Run 1, placed standard cells:
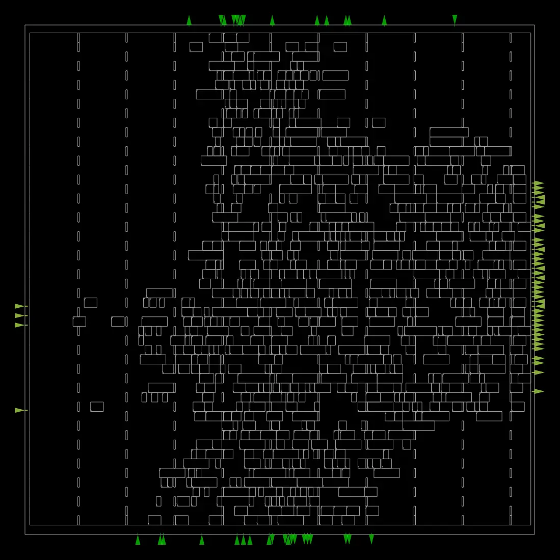
Run 1, placement density heat map:
The die is cut into 15 by 15 equal tiles; white is low, dark blue is high, 0 to 100% covered.
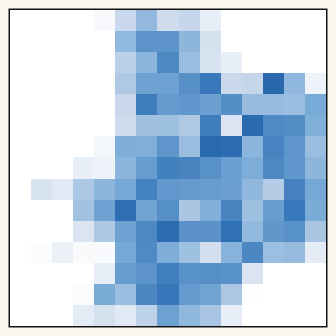
Run 1, M3 wires:
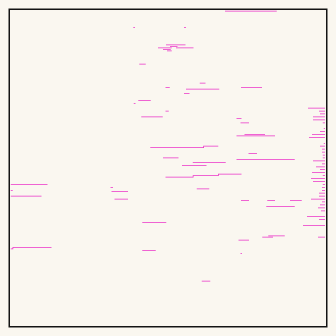
File: src/rtl/tx_eq_pkg.sv
// Shared TX-equalization types: coefficient word, handshake FSM encoding, legality helper.
// Pure declarations; no timing or flow control of its own.
package tx_eq_pkg;

  localparam int EQ_W     = 6;
  localparam int EQ_FOM_W = 8;

  typedef logic [EQ_W-1:0] coeff_t;

  typedef enum logic [2:0] {
    EQ_IDLE     = 3'd0,
    EQ_CHECK    = 3'd1,
    EQ_REQ      = 3'd2,
    EQ_WAIT_ACK = 3'd3,
    EQ_SETTLE   = 3'd4,
    EQ_WAIT_FOM = 3'd5,
    EQ_NEXT     = 3'd6,
    EQ_DONE     = 3'd7
  } eq_state_t;

  // Two guard bits keep cm+cp and C0-cm-cp from wrapping at the sweep limits.
  function automatic logic is_legal(coeff_t fs, coeff_t lf, coeff_t cm, coeff_t cp);
    logic signed [EQ_W+1:0] s_fs;
    logic signed [EQ_W+1:0] s_sum;
    logic signed [EQ_W+1:0] s_c0;
    s_fs  = $signed({2'b00, fs});
    s_sum = $signed({2'b00, cm}) + $signed({2'b00, cp});
    s_c0  = s_fs - s_sum;
    return (s_sum <= s_fs) &&
           ($signed({2'b00, cm}) <= (s_fs >>> 2)) &&
           ((s_c0 - s_sum) >= $signed({2'b00, lf}));
  endfunction

endpackage

File: src/rtl/rx_eq_coeff_requester_if.sv
// Coefficient request handshake between the RX requester and the partner tx_driver port.
// req_valid holds the coefficients stable until a one-cycle tx_ack or tx_reject pulse.
interface rx_eq_coeff_requester_if #(
  parameter int W = 6
);
  logic         req_valid;
  logic [W-1:0] req_C1_minus;
  logic [W-1:0] req_C0;
  logic [W-1:0] req_C1_plus;
  logic         tx_ack;
  logic         tx_reject;

  modport master (
    output req_valid, req_C1_minus, req_C0, req_C1_plus,
    input  tx_ack, tx_reject
  );

  modport slave (
    input  req_valid, req_C1_minus, req_C0, req_C1_plus,
    output tx_ack, tx_reject
  );
endinterface

File: src/rtl/eq_coeff_check.sv
// Main-cursor derivation and legality of a (C-1, C+1) pair against partner FS/LF.
// Purely combinational, zero latency; no flow control.
module eq_coeff_check #(
  parameter int W = 6
) (
  input  logic [W-1:0] fs,
  input  logic [W-1:0] lf,
  input  logic [W-1:0] cm,
  input  logic [W-1:0] cp,
  output logic [W-1:0] c0,
  output logic         legal
);
  logic signed [W+1:0] s_fs;
  logic signed [W+1:0] s_lf;
  logic signed [W+1:0] s_cm;
  logic signed [W+1:0] s_cp;
  logic signed [W+1:0] s_sum;
  logic signed [W+1:0] s_c0;

  assign s_fs  = $signed({2'b00, fs});
  assign s_lf  = $signed({2'b00, lf});
  assign s_cm  = $signed({2'b00, cm});
  assign s_cp  = $signed({2'b00, cp});
  assign s_sum = s_cm + s_cp;
  assign s_c0  = s_fs - s_sum;

  // c0 is only meaningful when legal, where it is guaranteed non-negative.
  assign c0    = s_c0[W-1:0];
  assign legal = (s_sum <= s_fs) && (s_cm <= (s_fs >>> 2)) && ((s_c0 - s_sum) >= s_lf);
endmodule

File: src/rtl/rx_eq_coeff_requester.sv
// Sweeps legal (C-1,C0,C+1) points, requests each from the partner and keeps the best-FOM point.
// Legal point: 2 + ack delay + SETTLE_CYCLES + FOM delay + 1 cycles, illegal 2; waits bounded by TIMEOUT.
module rx_eq_coeff_requester
  import tx_eq_pkg::*;
#(
  parameter int W             = EQ_W,
  parameter int FOM_W         = EQ_FOM_W,
  parameter int STEP          = 1,
  parameter int CM_MAX        = 16,
  parameter int CP_MAX        = 16,
  parameter int SETTLE_CYCLES = 8,
  parameter int TIMEOUT       = 64
) (
  input  logic                    bit_clk,
  input  logic                    reset,
  input  logic                    start,
  input  logic [W-1:0]            FS,
  input  logic [W-1:0]            LF,
  input  logic                    fom_valid,
  input  logic [FOM_W-1:0]        fom,
  rx_eq_coeff_requester_if.master rq,
  output logic                    busy,
  output logic                    done,
  output logic                    best_valid,
  output logic [W-1:0]            best_C1_minus,
  output logic [W-1:0]            best_C0,
  output logic [W-1:0]            best_C1_plus,
  output logic [FOM_W-1:0]        best_fom,
  output logic                    timeout_err
);
  localparam logic [2:0] ST_IDLE     = EQ_IDLE;
  localparam logic [2:0] ST_CHECK    = EQ_CHECK;
  localparam logic [2:0] ST_REQ      = EQ_REQ;
  localparam logic [2:0] ST_WAIT_ACK = EQ_WAIT_ACK;
  localparam logic [2:0] ST_SETTLE   = EQ_SETTLE;
  localparam logic [2:0] ST_WAIT_FOM = EQ_WAIT_FOM;
  localparam logic [2:0] ST_NEXT     = EQ_NEXT;
  localparam logic [2:0] ST_DONE     = EQ_DONE;

  localparam int CW = $clog2((TIMEOUT > SETTLE_CYCLES) ? TIMEOUT : SETTLE_CYCLES) + 1;

  logic [2:0]    state;
  logic [W-1:0]  fs_q;
  logic [W-1:0]  lf_q;
  logic [W-1:0]  cm;
  logic [W-1:0]  cp;
  logic [W-1:0]  c0;
  logic          legal;
  logic [CW-1:0] cnt;
  logic [W+1:0]  cm_inc;
  logic [W+1:0]  cp_inc;

  eq_coeff_check #(.W(W)) u_check (
    .fs    (fs_q),
    .lf    (lf_q),
    .cm    (cm),
    .cp    (cp),
    .c0    (c0),
    .legal (legal)
  );

  assign cm_inc = {2'b00, cm} + (W+2)'(STEP);
  assign cp_inc = {2'b00, cp} + (W+2)'(STEP);

  assign rq.req_valid = (state == ST_REQ) || (state == ST_WAIT_ACK);
  assign busy         = (state != ST_IDLE);
  assign done         = (state == ST_DONE);

  always_ff @(posedge bit_clk) begin
    if (reset) begin
      state           <= ST_IDLE;
      fs_q            <= '0;
      lf_q            <= '0;
      cm              <= '0;
      cp              <= '0;
      cnt             <= '0;
      rq.req_C1_minus <= '0;
      rq.req_C0       <= '0;
      rq.req_C1_plus  <= '0;
      best_valid      <= 1'b0;
      best_C1_minus   <= '0;
      best_C0         <= '0;
      best_C1_plus    <= '0;
      best_fom        <= '0;
      timeout_err     <= 1'b0;
    end else begin
      case (state)
        ST_IDLE: begin
          if (start) begin
            fs_q          <= FS;
            lf_q          <= LF;
            cm            <= '0;
            cp            <= '0;
            best_valid    <= 1'b0;
            best_C1_minus <= '0;
            best_C0       <= '0;
            best_C1_plus  <= '0;
            best_fom      <= '0;
            timeout_err   <= 1'b0;
            state         <= ST_CHECK;
          end
        end
        ST_CHECK: begin
          if (legal) begin
            rq.req_C1_minus <= cm;
            rq.req_C0       <= c0;
            rq.req_C1_plus  <= cp;
            state           <= ST_REQ;
          end else begin
            state <= ST_NEXT;
          end
        end
        ST_REQ: begin
          cnt   <= '0;
          state <= ST_WAIT_ACK;
        end
        ST_WAIT_ACK: begin
          // Reject takes priority when both strobes coincide.
          if (rq.tx_reject) begin
            state <= ST_NEXT;
          end else if (rq.tx_ack) begin
            cnt   <= '0;
            state <= ST_SETTLE;
          end else if (cnt == CW'(TIMEOUT - 1)) begin
            timeout_err <= 1'b1;
            state       <= ST_NEXT;
          end else begin
            cnt <= cnt + CW'(1);
          end
        end
        ST_SETTLE: begin
          if (cnt == CW'(SETTLE_CYCLES - 1)) begin
            cnt   <= '0;
            state <= ST_WAIT_FOM;
          end else begin
            cnt <= cnt + CW'(1);
          end
        end
        ST_WAIT_FOM: begin
          if (fom_valid) begin
            if (!best_valid || (fom > best_fom)) begin
              best_C1_minus <= rq.req_C1_minus;
              best_C0       <= rq.req_C0;
              best_C1_plus  <= rq.req_C1_plus;
              best_fom      <= fom;
            end
            best_valid <= 1'b1;
            state      <= ST_NEXT;
          end else if (cnt == CW'(TIMEOUT - 1)) begin
            timeout_err <= 1'b1;
            state       <= ST_NEXT;
          end else begin
            cnt <= cnt + CW'(1);
          end
        end
        ST_NEXT: begin
          if (cp_inc > (W+2)'(CP_MAX)) begin
            cp <= '0;
            if (cm_inc > (W+2)'(CM_MAX)) begin
              state <= ST_DONE;
            end else begin
              cm    <= cm_inc[W-1:0];
              state <= ST_CHECK;
            end
          end else begin
            cp    <= cp_inc[W-1:0];
            state <= ST_CHECK;
          end
        end
        ST_DONE: state <= ST_IDLE;
        default: state <= ST_IDLE;
      endcase
    end
  end
endmodule

File: src/flat_wrapper.sv
// flat-port wrapper written by rule: the top's interface ports become plain ports
module rx_eq_coeff_requester_flat import tx_eq_pkg::*;
#(
  parameter int W             = EQ_W,
  parameter int FOM_W         = EQ_FOM_W,
  parameter int STEP          = 1,
  parameter int CM_MAX        = 16,
  parameter int CP_MAX        = 16,
  parameter int SETTLE_CYCLES = 8,
  parameter int TIMEOUT       = 64
)
  (bit_clk, reset, start, FS, LF, fom_valid, fom, busy, done, best_valid, best_C1_minus, best_C0, best_C1_plus, best_fom, timeout_err, rq_req_valid, rq_req_C1_minus, rq_req_C0, rq_req_C1_plus, rq_tx_ack, rq_tx_reject);
  rx_eq_coeff_requester_if #(.W(W)) rq_i ();
  input  logic bit_clk;
  input  logic reset;
  input  logic start;
  input  logic [W-1:0] FS;
  input  logic [W-1:0] LF;
  input  logic fom_valid;
  input  logic [FOM_W-1:0] fom;
  output logic busy;
  output logic done;
  output logic best_valid;
  output logic [W-1:0] best_C1_minus;
  output logic [W-1:0] best_C0;
  output logic [W-1:0] best_C1_plus;
  output logic [FOM_W-1:0] best_fom;
  output logic timeout_err;
  output wire logic [$bits(rq_i.req_valid)-1:0] rq_req_valid;
  output wire logic [$bits(rq_i.req_C1_minus)-1:0] rq_req_C1_minus;
  output wire logic [$bits(rq_i.req_C0)-1:0] rq_req_C0;
  output wire logic [$bits(rq_i.req_C1_plus)-1:0] rq_req_C1_plus;
  input wire logic [$bits(rq_i.tx_ack)-1:0] rq_tx_ack;
  input wire logic [$bits(rq_i.tx_reject)-1:0] rq_tx_reject;
  assign rq_req_valid = rq_i.req_valid;
  assign rq_req_C1_minus = rq_i.req_C1_minus;
  assign rq_req_C0 = rq_i.req_C0;
  assign rq_req_C1_plus = rq_i.req_C1_plus;
  assign rq_i.tx_ack = rq_tx_ack;
  assign rq_i.tx_reject = rq_tx_reject;
  rx_eq_coeff_requester #(.W(W), .FOM_W(FOM_W), .STEP(STEP), .CM_MAX(CM_MAX), .CP_MAX(CP_MAX), .SETTLE_CYCLES(SETTLE_CYCLES), .TIMEOUT(TIMEOUT)) u_core (.bit_clk(bit_clk), .reset(reset), .start(start), .FS(FS), .LF(LF), .fom_valid(fom_valid), .fom(fom), .rq(rq_i), .busy(busy), .done(done), .best_valid(best_valid), .best_C1_minus(best_C1_minus), .best_C0(best_C0), .best_C1_plus(best_C1_plus), .best_fom(best_fom), .timeout_err(timeout_err));
endmodule
File: config.mk
export PLATFORM = sky130hd
export DESIGN_NAME = rx_eq_coeff_requester_flat
export DESIGN_NICKNAME = d
export VERILOG_FILES = /design/src/rtl/tx_eq_pkg.sv /design/src/rtl/rx_eq_coeff_requester_if.sv /design/src/rtl/eq_coeff_check.sv /design/src/rtl/rx_eq_coeff_requester.sv /design/src/flat_wrapper.sv
export SDC_FILE = /design/constraint.sdc
export NUM_CORES = 1
export LEC_CHECK = 0
export CORE_UTILIZATION = 25
export CTS_BUF_LIST = sky130_fd_sc_hd__clkbuf_16
export CTS_CLUSTER_DIAMETER = 200
export CTS_CLUSTER_SIZE = 14
export DETAILED_ROUTE_END_ITERATION = 10
export SYNTH_ARGS = -nofsm -noshare
export SYNTH_HDL_FRONTEND = slang
export SYNTH_SLANG_ARGS = --single-unit
File: constraint.sdc
create_clock -name bit_clk -period 11 [get_ports bit_clk]
set_input_delay 1.65 -clock bit_clk [delete_from_list [all_inputs] [get_ports bit_clk]]
set_output_delay 1.65 -clock bit_clk [all_outputs]
set_load 0.01 [all_outputs]
==> results.tsv, run 1 <==
stage	metric	value	unit
pwr	Logic pwr share	40.9	%
grt	global routing usage on met1	17.88	%
finish	Seq/total area	24.76	%
sta	worst-margin pin slew	1098	ps
placed_design	placed cells	970	
sta	Max Clk Rate	0.1841	GHz
synth	#FFs+latches synth	80	
worst_setup_path	r2r startpoint	u_core.cp[0]	
finish	Top Layout Cells	nand2_1, dfxtp_1, clkdlybuf4s50_1	
min_path	Worst Hold Path EP	u_core.lf_q[3]	
detailed_routing	mean number of vias per cell	4.943	
worst_setup_path	RR Endpoint	u_core.rq.req_C0[1]	
floorplanning	Die Size	0.02144	mm^2
sta	final setup TNS	0	ps
floorplanning	die extent in y	146.4	um
synth	Mean Syn Cell Area	7.902	um^2
synth	Post-Synth Simple-Gate Area	26.10	%
sta	final max-slew violation count	0	
pwr	internal cell power	0.0006546	W
worst_setup_path	Reg2Reg Depth	19	
pwr	Overall Power	0.001057	W
worst_setup_path	CP Data Required Time	11230	ps
floorplanning	die x size	146.4	um
finish	Buffers excl. clock	81	
grt	largest net degree at the start of global routing	96	
pwr	Net Sw Frac	38.06	%
detailed_routing	1st-pass router iterations	5	
sta	Max-slew headroom	26.73	%
job	OpenROAD warnings	27	
worst_setup_path	CP Capture Point	u_core.rq.req_C0[1]	
grt	met2 usage	21.00	%
pwr	Clk pwr share	27.5	%
finish	clk cell area share	4.311	%
synth	Mapped Area	0.005215	mm^2
sta	period utilisation layout	49.37	%
worst_setup_path	critical path, cell by cell	ha_1 > inv_1 > fa_1 > inv_1 > fa_1 > nand2b_1 > a21oi_1 > xnor2_1 > xnor2_1 > ha_1 > and2_1 > or4_1 > nand2_1 > xnor2_1 > ha_1 > a21oi_1 > a2111oi_4 > buf_4 > mux2_1	
status	status	complete, no violations	
min_path	Hold Startpoint	u_core.lf_q[3]	
synth	Post-synth seq share	30.71	%
detailed_routing	DR WL/cell	13.96	um
pwr	clk pwr	0.000290	W
synth	Yosys Chip Area	0.005215	mm^2
clock_tree	cells resized by post-CTS repair	0	
clock_tree	CTS Sinks	80	
sta	RSZ-0062 raised after global routing	no	
finish	share of cells above drive strength 1	5.315	%
clock_tree	CTS root buffer	clkbuf_16	
sta	Fin. Hold Viols	0	
clock_tree	Reg clk slew, reported paths	60	ps
synth	Floorplan Nets	726	
finish	Layout Nets	777	
detailed_routing	met2 WL post-DR	6.280	mm
clock_tree	CTS tree	yes	
synth	Post-synth mux share	3.503	%
finish	Largest regs	u_core.best_fom: 8 flops, u_core.cnt: 7 flops	
synth	Yosys top cell by area	dfxtp_1	
pwr	Psw	0.0004023	W
synth	Synth top cell by count	nand2_1	
finish	Area Overhead vs Synth	24.11	%
synth	Post-Synthesis Cells	660	
pwr	Cell Pwr Density	163.3	mW/mm^2
## Picture notes: 'placed standard cells'
fillers: 2155
# Taps: 270
Seq Cell Count: 80

## Picture notes: 'placement density heat map'
nearly empty tiles: 36%
tiles over 75% full: 2.2%
fullest tile: 77%
emptiest ninth of the die: north-west
fp util: 25.61%
core box area: 0.02036 mm^2
utilization after layout: 31.78%

## Picture notes: 'M3 wires'
longest straight run: 26.7 um
share of all routed wire: 3.8%
total number of vias: 4869
drt total wl: 13.75 mm
met3 Usage GRT: 1.625%

Run 1, pin placement:
Pins as bars across the die edge, other pins in gray.
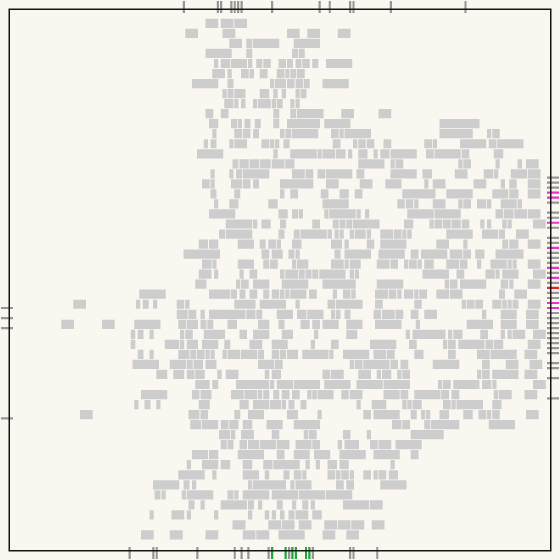

## Run 2: what changed since run 1
clock period = 5.5 ns   (was 11 ns; I/O delays follow)
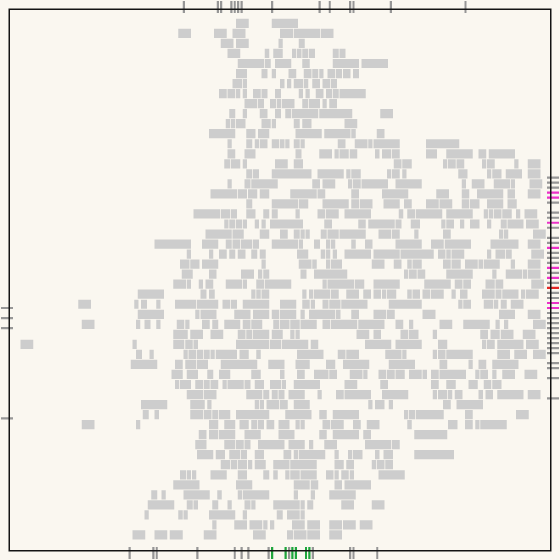
Run 2: pin placement
Pins as bars across the die edge, other pins in gray.
| color | port | pins | direction | edge |
|---|---|---|---|---|
| red | `best_valid` | 1 | output | east |
| green | `rq_req_C0` | 6 | output | south |
| magenta | `fom` | 8 | input | east |
all pins by edge: 38 east, 19 south, 14 north, 4 west
die x size: 146.4 um
PortBufs: 74
die extent in y: 146.4 um

==> run 2 against run 1 <==
Sequential share of layout area is 0.21 points lower. Total power is 110% higher. Cell count is 0.30% higher. Worst setup slack worse by 5200 ps. Critical path type unchanged. Largest power group unchanged. Highest routed layer unchanged.
==> results.tsv, run 2 <==
stage	metric	value	unit
min_path	Worst Hold Path EP	u_core.lf_q[3]	
floorplanning	Die Size	0.02144	mm^2
finish	Seq/total area	24.55	%
sta	Max-slew headroom	27.71	%
floorplanning	core box area	0.02036	mm^2
sta	worst-margin pin slew	1083	ps
grt	met3 Usage GRT	2.000	%
finish	FF/Latch Area	0.001603	mm^2
grt	Tot GR Track Use	13.32	%
synth	post-synth top area share	30.71	%
sta	final max-slew violation count	0	
worst_setup_path	r2r startpoint	u_core.cp[0]	
pwr	Net Sw Frac	37.69	%
min_path	Hold Startpoint	u_core.lf_q[3]	
synth	Mapped Area	0.005215	mm^2
synth	Adder Share, Synth	11.04	%
finish	Area Overhead vs Synth	25.17	%
clock_tree	cells resized by post-CTS repair	0	
floorplanning	IO Count	75	
detailed_routing	1st-pass router iterations	4	
detailed_routing	total number of vias	4786	
clock_tree	CTS root buffer	clkbuf_16	
floorplanning	fp util	25.61	%
clock_tree	CTS Sinks	80	
pwr	Logic pwr share	39.5	%
finish	Top Layout Cells	nand2_1, dfxtp_1, clkdlybuf4s50_1	
pwr	clk pwr	0.000659	W
worst_setup_path	RR Endpoint	u_core.rq.req_C1_minus[3]	
grt	gr busiest metal	met2	
grt	largest net degree at the start of global routing	54	
worst_setup_path	WS Path Type	reg2reg	
placed_design	post-DP HPWL	9.692	mm
clock_tree	H-tree level count	3	
synth	#FFs+latches synth	80	
clock_tree	Num CTS Buffers	9	
synth	Mean Syn Cell Area	7.902	um^2
finish	Largest regs	u_core.best_fom: 8 flops, u_core.cnt: 7 flops	
finish	Buffers excl. clock	83	
synth	Post-Synth Simple-Gate Area	26.10	%
sta	period utilisation layout	92.40	%
pwr	peak supply drop	0.0001260	V
finish	Seq Cell Count	80	
worst_setup_path	CP Data Required Time	5770	ps
sta	final setup TNS	0	ps
worst_setup_path	CP Capture Point	u_core.rq.req_C1_minus[3]	
placed_design	placed cells	972	
floorplanning	# Taps	270	
synth	Post-synth mux share	3.503	%
worst_setup_path	Reg2Reg Depth	19	
synth	Yosys Chip Area	0.005215	mm^2
finish	max reg flops	8	
finish	Layout Nets	779	
detailed_routing	drt total wl	13.76	mm
pwr	Psw	0.0008262	W
pwr	Cell Pwr Density	335.9	mW/mm^2
detailed_routing	DR WL/cell	13.93	um
synth	Floorplan Nets	726	
clock_tree	CTS tree	yes	
detailed_routing	met2 WL post-DR	6.388	mm
sta	Max Clk Rate	0.1968	GHz
sta	Fin. Hold Viols	0	
job	OpenROAD warnings	27	
finish	Top cell excl fill/tap	nand2_1	
pwr	Overall Power	0.002192	W
status	status	complete, no violations	
synth	Post-Synthesis Cells	660	
finish	clk cell area share	4.888	%
pwr	Leakage	2.291	nW
finish	utilization after layout	32.05	%
worst_setup_path	critical path, cell by cell	ha_1 > inv_1 > fa_1 > inv_1 > fa_1 > nand2b_1 > a21oi_1 > xnor2_1 > xnor2_1 > ha_1 > and2_1 > or4_1 > nand2_1 > xnor2_1 > ha_1 > a21oi_1 > a2111oi_4 > buf_4 > mux2i_1	
pwr	internal cell power	0.001366	W
synth	Post-synth seq share	30.71	%
finish	fillers	2180	
grt	met2 usage	21.60	%
clock_tree	Reg clk slew, reported paths	70	ps
detailed_routing	DRT met1 WL	6.658	mm
grt	global routing usage on met1	17.62	%
finish	share of cells above drive strength 1	6.128	%
pwr	Clk pwr share	30.0	%
synth	Synth top cell by count	nand2_1	
Run 2, placement density heat map:
The die is cut into 15 by 15 equal tiles; white is low, dark blue is high, 0 to 100% covered.
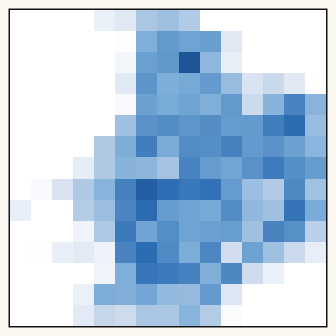

## Run 3: what changed since run 2
GPL_TIMING_DRIVEN = 0   (was default)
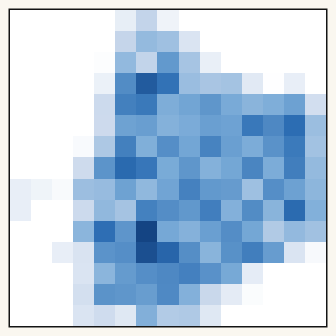
Run 3: placement density heat map
The die is cut into 15 by 15 equal tiles; white is low, dark blue is high, 0 to 100% covered.
tiles over 75% full: 3.1%
nearly empty tiles: 36%
emptiest ninth of the die: north-west
mean over tiles: 29%
fullest tile: 92%
utilization after layout: 32.43%

==> run 3 against run 2 <==
Total power down 0.81%. Register-to-register slack worse by 20 ps. Final area up 1.2%. Non-clock buffer count up 33. Synthesized area unchanged. Largest power group unchanged. Routed wire length up 6.9%. Sequential cell count unchanged. Worst setup slack worse by 20 ps.
==> results.tsv, run 3 <==
stage	metric	value	unit
worst_setup_path	RR Endpoint	u_core.rq.req_C0[0]	
status	status	complete, no violations	
finish	Top Layout Cells	nand2_1, dfxtp_1, clkdlybuf4s50_1	
detailed_routing	drt total wl	14.71	mm
detailed_routing	DRT met1 WL	6.876	mm
detailed_routing	1st-pass router iterations	5	
clock_tree	CTS Sinks	80	
sta	Max Clk Rate	0.1960	GHz
clock_tree	H-tree level count	3	
pwr	Cell Pwr Density	329.2	mW/mm^2
placed_design	PortBufs	74	
finish	fillers	2178	
pwr	Net Sw Frac	38.57	%
pwr	internal cell power	0.001336	W
placed_design	placed cells	1004	
synth	Synth top cell by count	nand2_1	
sta	worst-margin pin slew	855.9	ps
grt	Tot GR Track Use	14.15	%
synth	post-synth top area share	30.71	%
detailed_routing	DR WL/cell	14.42	um
floorplanning	Die Size	0.02144	mm^2
worst_setup_path	CP Data Required Time	5730	ps
finish	Layout Nets	812	
floorplanning	die extent in y	146.4	um
floorplanning	IO Count	75	
pwr	peak supply drop	0.0001957	V
grt	largest net degree at the start of global routing	13	
pwr	Overall Power	0.002175	W
sta	Max-slew headroom	42.46	%
synth	Mean Syn Cell Area	7.902	um^2
detailed_routing	mean number of vias per cell	4.870	
placed_design	post-DP HPWL	11.35	mm
min_path	Worst Hold Path EP	u_core.lf_q[5]	
synth	Yosys Chip Area	0.005215	mm^2
sta	RSZ-0062 raised after global routing	no	
clock_tree	Num CTS Buffers	9	
floorplanning	fp util	25.61	%
synth	Post-Synth Simple-Gate Area	26.10	%
detailed_routing	total number of vias	4967	
grt	global routing usage on met1	17.74	%
floorplanning	core box area	0.02036	mm^2
clock_tree	CTS tree	yes	
pwr	clk pwr	0.000584	W
floorplanning	# Taps	270	
grt	met3 Usage GRT	2.500	%
pwr	Clk pwr share	26.8	%
pwr	Leakage	2.297	nW
sta	final setup TNS	0	ps
job	OpenROAD warnings	27	
synth	Floorplan Nets	726	
synth	Post-synth mux share	3.503	%
worst_setup_path	CP Capture Point	u_core.rq.req_C0[0]	
worst_setup_path	WS Path Type	reg2reg	
synth	Mapped Area	0.005215	mm^2
finish	Buffers excl. clock	116	
No activity file was given, so power comes from the tool's default toggle rates.
